### src/rtl/matrix_scan_decoder.sv
// Debounced 5x7 LED-matrix scan decoder: rebuilds full frames from a
// column-multiplexed drive and hands them out over a valid/ready port.
module matrix_scan_decoder #(
  parameter int STABLE_CYCLES  = 2,
  parameter bit COL_ACTIVE_LOW = 1'b0
) (
  input  logic        clock,
  input  logic        reset_button,
  input  logic [4:0]  matrix_col,
  input  logic [6:0]  matrix_row,
  output logic [34:0] frame_out,
  output logic        frame_valid,
  input  logic        frame_ready,
  output logic        frame_changed,
  output logic        scan_error,
  output logic        frame_overrun
);

  localparam logic [3:0] STABLE  = 4'(STABLE_CYCLES);
  localparam logic [0:0] SYNC    = 1'b0;
  localparam logic [0:0] CAPTURE = 1'b1;

  logic [4:0]  col_q, prev_col;
  logic [6:0]  row_q, prev_row;
  logic [3:0]  cnt, cnt_nxt;
  logic [0:0]  state, state_nxt;
  logic [2:0]  expected, exp_nxt, col_idx;
  logic [34:0] shadow, shadow_nxt, last_acc, last_base;
  logic        same, hit, one_hot, multi_hot, err_nxt, complete;
  logic        accept, load;

  // Input register with column polarity folded so "active" is always 1.
  always_ff @(posedge clock or negedge reset_button) begin
    if (!reset_button) begin
      col_q    <= '0;
      row_q    <= '0;
      prev_col <= '0;
      prev_row <= '0;
      cnt      <= '0;
    end else begin
      col_q    <= COL_ACTIVE_LOW ? ~matrix_col : matrix_col;
      row_q    <= matrix_row;
      prev_col <= col_q;
      prev_row <= row_q;
      cnt      <= cnt_nxt;
    end
  end

  // hit fires only on the cycle the count first reaches STABLE for a sample.
  always_comb begin
    same    = ({col_q, row_q} == {prev_col, prev_row});
    cnt_nxt = !same ? 4'd1 : ((cnt >= STABLE) ? STABLE : cnt + 4'd1);
    hit     = (cnt_nxt == STABLE) && !(same && (cnt == STABLE));
    one_hot   = (col_q != '0) && ((col_q & (col_q - 5'd1)) == '0);
    multi_hot = (col_q != '0) && !one_hot;
    col_idx = '0;
    for (int c = 0; c < 5; c++)
      if (col_q[c]) col_idx = 3'(c);
  end

  always_comb begin
    state_nxt  = state;
    exp_nxt    = expected;
    shadow_nxt = shadow;
    err_nxt    = 1'b0;
    complete   = 1'b0;
    if (hit && multi_hot) begin
      err_nxt    = 1'b1;
      state_nxt  = SYNC;
      shadow_nxt = '0;
    end else if (hit && one_hot) begin
      if (state == SYNC) begin
        if (col_idx == 3'd0) begin
          shadow_nxt = {28'b0, row_q};
          exp_nxt    = 3'd1;
          state_nxt  = CAPTURE;
        end
      end else if (col_idx == expected) begin
        for (int c = 0; c < 5; c++)
          if (col_idx == 3'(c)) shadow_nxt[c*7 +: 7] = row_q;
        if (col_idx == 3'd4) begin
          complete  = 1'b1;
          state_nxt = SYNC;
        end else begin
          exp_nxt = expected + 3'd1;
        end
      end else begin
        err_nxt = 1'b1;
        if (col_idx == 3'd0) begin
          shadow_nxt = {28'b0, row_q};
          exp_nxt    = 3'd1;
        end else begin
          shadow_nxt = '0;
          state_nxt  = SYNC;
        end
      end
    end
  end

  always_ff @(posedge clock or negedge reset_button) begin
    if (!reset_button) begin
      state      <= SYNC;
      expected   <= '0;
      shadow     <= '0;
      scan_error <= 1'b0;
    end else begin
      state      <= state_nxt;
      expected   <= exp_nxt;
      shadow     <= shadow_nxt;
      scan_error <= err_nxt;
    end
  end

  // A frame accepted this same cycle becomes the reference for the next one.
  always_comb begin
    accept    = frame_valid && frame_ready;
    load      = complete && (!frame_valid || frame_ready);
    last_base = accept ? frame_out : last_acc;
  end

  always_ff @(posedge clock or negedge reset_button) begin
    if (!reset_button) begin
      frame_out     <= '0;
      frame_valid   <= 1'b0;
      frame_changed <= 1'b0;
      frame_overrun <= 1'b0;
      last_acc      <= '0;
    end else begin
      if (accept) last_acc <= frame_out;
      if (load) begin
        frame_out     <= shadow_nxt;
        frame_valid   <= 1'b1;
        frame_changed <= (shadow_nxt != last_base);
      end else if (complete) begin
        frame_overrun <= 1'b1;
      end else if (accept) begin
        frame_valid   <= 1'b0;
        frame_changed <= 1'b0;
      end
    end
  end

endmodule

### config.mk
export PLATFORM = sky130hd
export DESIGN_NAME = matrix_scan_decoder
export DESIGN_NICKNAME = d
export VERILOG_FILES = /design/src/rtl/matrix_scan_decoder.sv
export SDC_FILE = /design/constraint.sdc
export NUM_CORES = 1
export LEC_CHECK = 0
export CAP_MARGIN = 20
export CORE_ASPECT_RATIO = 1.5
export CORE_MARGIN = 3
export CORE_UTILIZATION = 55
export CTS_CLUSTER_SIZE = 20
export DETAILED_ROUTE_END_ITERATION = 10
export PLACE_DENSITY = 0.77
export SLEW_MARGIN = 20
export SYNTH_ARGS = -nofsm -noshare
export SYNTH_HDL_FRONTEND = slang
export SYNTH_SLANG_ARGS = --single-unit
### constraint.sdc
create_clock -name clock -period 3.76 [get_ports clock]
set_input_delay 0.752 -clock clock [delete_from_list [all_inputs] [get_ports clock]]
set_output_delay 0.752 -clock clock [all_outputs]
set_load 0.02 [all_outputs]
Figure 1. Wiring by layer.
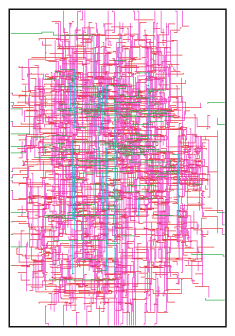
color	layer	wire length
green	M3	1,100 µm
red	M1	6,490 µm
cyan	M4	681 µm
magenta	M2	8,930 µm
GRT Total Usage: 28.3%
Post-Route WL: 17,200 µm
post-DR wirelength/cell: 21.6 µm
detailed-route via count: 4,994

Figure 2. Placed cells, one color a class.
Fill, decap, tap and diode cells in gray.
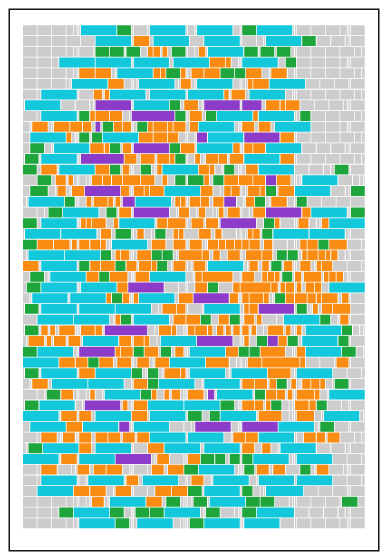
color	class	cells	share of their area
orange	remaining logic cells	354	34%
green	remaining buffers and delay cells	126	14%
cyan	sequential cells	141	45%
purple	clock drivers and dummy loads	29	7.4%

==> job_summary.md <==
## Synthesis and layout report

| Metric | Value |
|---|---|
| Fmax | 275 MHz |
| Layout filler cell count | 709 |
| Critical path launch point type | register |
| Clock group | 1.67 mW |
| Final Core Density | 72.7% |
| Gr busiest metal | met2 |
| Least-Margin Pin Slew | 0.739 ns |
| Die height | 137 µm |
| # setup viols final | 0 |
| Main area contributors | dfrtp_1, mux2_2, a22o_1 |
| Seq pwr | 1.54 mW |
| Design Area, Final | 0.00808 mm² |
| Met1 Wirelength | 6490 µm |
| Init Core Util | 56.7% |
| Initial antenna violation count | 0 |
| Vias in the first global route | 5,272 |
| First-pass GRT wire length | 27,400 µm |
| Layout area overhead | 28.3% |
| Seq pwr share | 45.9% |
| Dpl cell area | 0.00740 mm² |
| Layout net count | 658 |
| Combinational power | 0.148 mW |
| CTS tree | built |
| FA/HA/MAJ Cells, Area Fraction | 0.775% |
| Status | finished, final reports clean |
| Met1 Use GR | 34.1% |
| Clk tree area frac | 7.25% |
| Post-route DRC violation count | 0 |
| Total power | 3.36 mW |
| Xor+xnor area frac | 2.78% |
| Yosys top cell by area | dfrtp_1 |
| Top area contributor share | 56.0% |
| Netlist cell types | 68 |
| Mapped cell area | 0.00630 mm² |
| Max rail drop VDD | 0.000326 V |
| Multi-In Gates | 313 |
| Static leakage | 4.18 nW |
| Post-DP HPWL | 11,600 µm |
| 1st-iter DRT viols | 594 |
| Met3 Use GR | 5.83% |
| Placed Cells | 762 |
| Min Tclk post-route | 3.64 ns |
| Arrival time worst endpoint | 3.93 ns |
| Drt pass-1 iters | 5 |
| Total die area | 0.0128 mm² |
| Register share of the cell area | 43.7% |
| Max clock buf depth | 2 |
| Async SR Flop Fraction | 100% |
| Num Clock Sinks | 141 |
| Cell count after synthesis | 520 |
| Register Area | 0.00353 mm² |
| Count of tool warnings | 27 |
| # rows | 47 |
| Synth Register Bits | 141 |
| Final GP Congestion | 0.942 |
| Switch share | 21.6% |
| Complex Gates by Area | 16.4% |
| Yosys cell count | 520 |
| Placement Setup Slack | -0.390 ns |
| Flop count | 141 |
| Final hold slack | 0.374 ns |
| PwrDens | 416 mW/mm² |
| DR WL met2 | 8930 µm |
| CP Capture Type | register |
| Die X | 93.4 µm |
| Layout Skew | 0.00991 ns |
| Hold Vio Cnt, Final | 0 |
| Metal3 WL | 1100 µm |
| Buffers, non-clock | 126 |
| Reg2Reg Launch Point | col_q[2]$_DFF_PN0_ |
| Main power group | clock |
| Logic area | 0.00254 mm² |
| CP max FO | 10 |
| Non-clock buffer share | 13.5% |
| Pint | 2.64 mW |
| Worst endpoint required time | 4.05 ns |
| Top cell category | flip-flops and latches |
| Dominant combinational family | AND-OR/OR-AND gates |
| Yosys Warn Count | 0 |
| Setup tns final | 0 ns |
| Vias per inst | 6.27 |
| Share of post-route cells with drive strength above 1 | 25.4% |
| RSZ-0062 raised after global routing | no |
| Number of well taps | 147 |
| GR Layer Usage met2 | 47.5% |
| Core Area | 0.0111 mm² |
| Clock H-tree levels | 4 |
| Final Cycle Share | 96.9% |
| Post-synth EDFFs | 0 |
| Comb area share | 31.4% |
| Max_cap viols | 0 |
| Final WS setup | 0.118 ns |
| Combinational share of power | 4.4% |
| Simple-Gate Area Share | 8.52% |
| Final Max Tran Viols | 0 |
| Max_slew headroom | 50.7% |
| Synth Seq Share | 56.0% |
| I/O pins | 54 |
| Top Layer Used | met4 |
| Worst-Skew Late Latency | 0.42 ns |
| Clk root buf | clkbuf_16 |
| YS chip area | 0.00630 mm² |
==> placed cells by master (no fill, tap or decap), types with 4 or more instances in the layout <==
cell type | Yosys | routed
inv_1 | 41 | 41
dfrtp_1 | 141 | 139
mux2i_1 | 27 | 27
o22ai_1 | 10 | 10
nor3_4 | 3 | 4
clkinvlp_4 | 0 | 4
a22o_1 | 35 | 35
buf_4 | 2 | 71
a22oi_1 | 16 | 16
o21ai_0 | 13 | 13
mux2_2 | 38 | 38
nand4_1 | 7 | 7
nand2_1 | 28 | 27
and2_1 | 4 | 4
nand2b_1 | 5 | 5
a32oi_1 | 4 | 4
nor3_1 | 8 | 8
a21oi_1 | 13 | 13
nor2_1 | 10 | 10
clkbuf_16 | 0 | 17
xnor2_1 | 20 | 20
clkdlybuf4s50_1 | 0 | 51
==> critical path, cell delays in order (launching register included) <==
cell      delay (ns)
dfrtp_1         0.40
buf_4           0.19
maj3_2          0.35
o311a_1         0.42
buf_4           0.19
o21ai_1         0.55
a22o_1          0.34
and2_1          0.17
o221ai_1        0.23
nor4_2          0.23
a32oi_1         0.13
or3_1           0.31
==> final timing paths <==
check,to,cells past startpoint,slack (ns)
setup / recovery,frame_changed$_DFFE_PN0P_,11,0.12
max in group asynchronous,last_acc[22]$_DFF_PN0_,2,2.59
hold reg to reg,frame_overrun$_DFFE_PN0P_,1,0.49
hold / removal,prev_row[2]$_DFF_PN0_,1,0.37
setup reg to reg,frame_changed$_DFFE_PN0P_,11,0.12
min in group clock,frame_overrun$_DFFE_PN0P_,1,0.49
==> what timing repair did <==
item | in CTS | in global routing
setup endpoints to repair | 1 | 1
setup buffers | 1 | 5
hold buffers | 0 | 0
gates resized | 2 | 10
pin swaps | 4 | 9
Power and IR drop assume default switching activity.
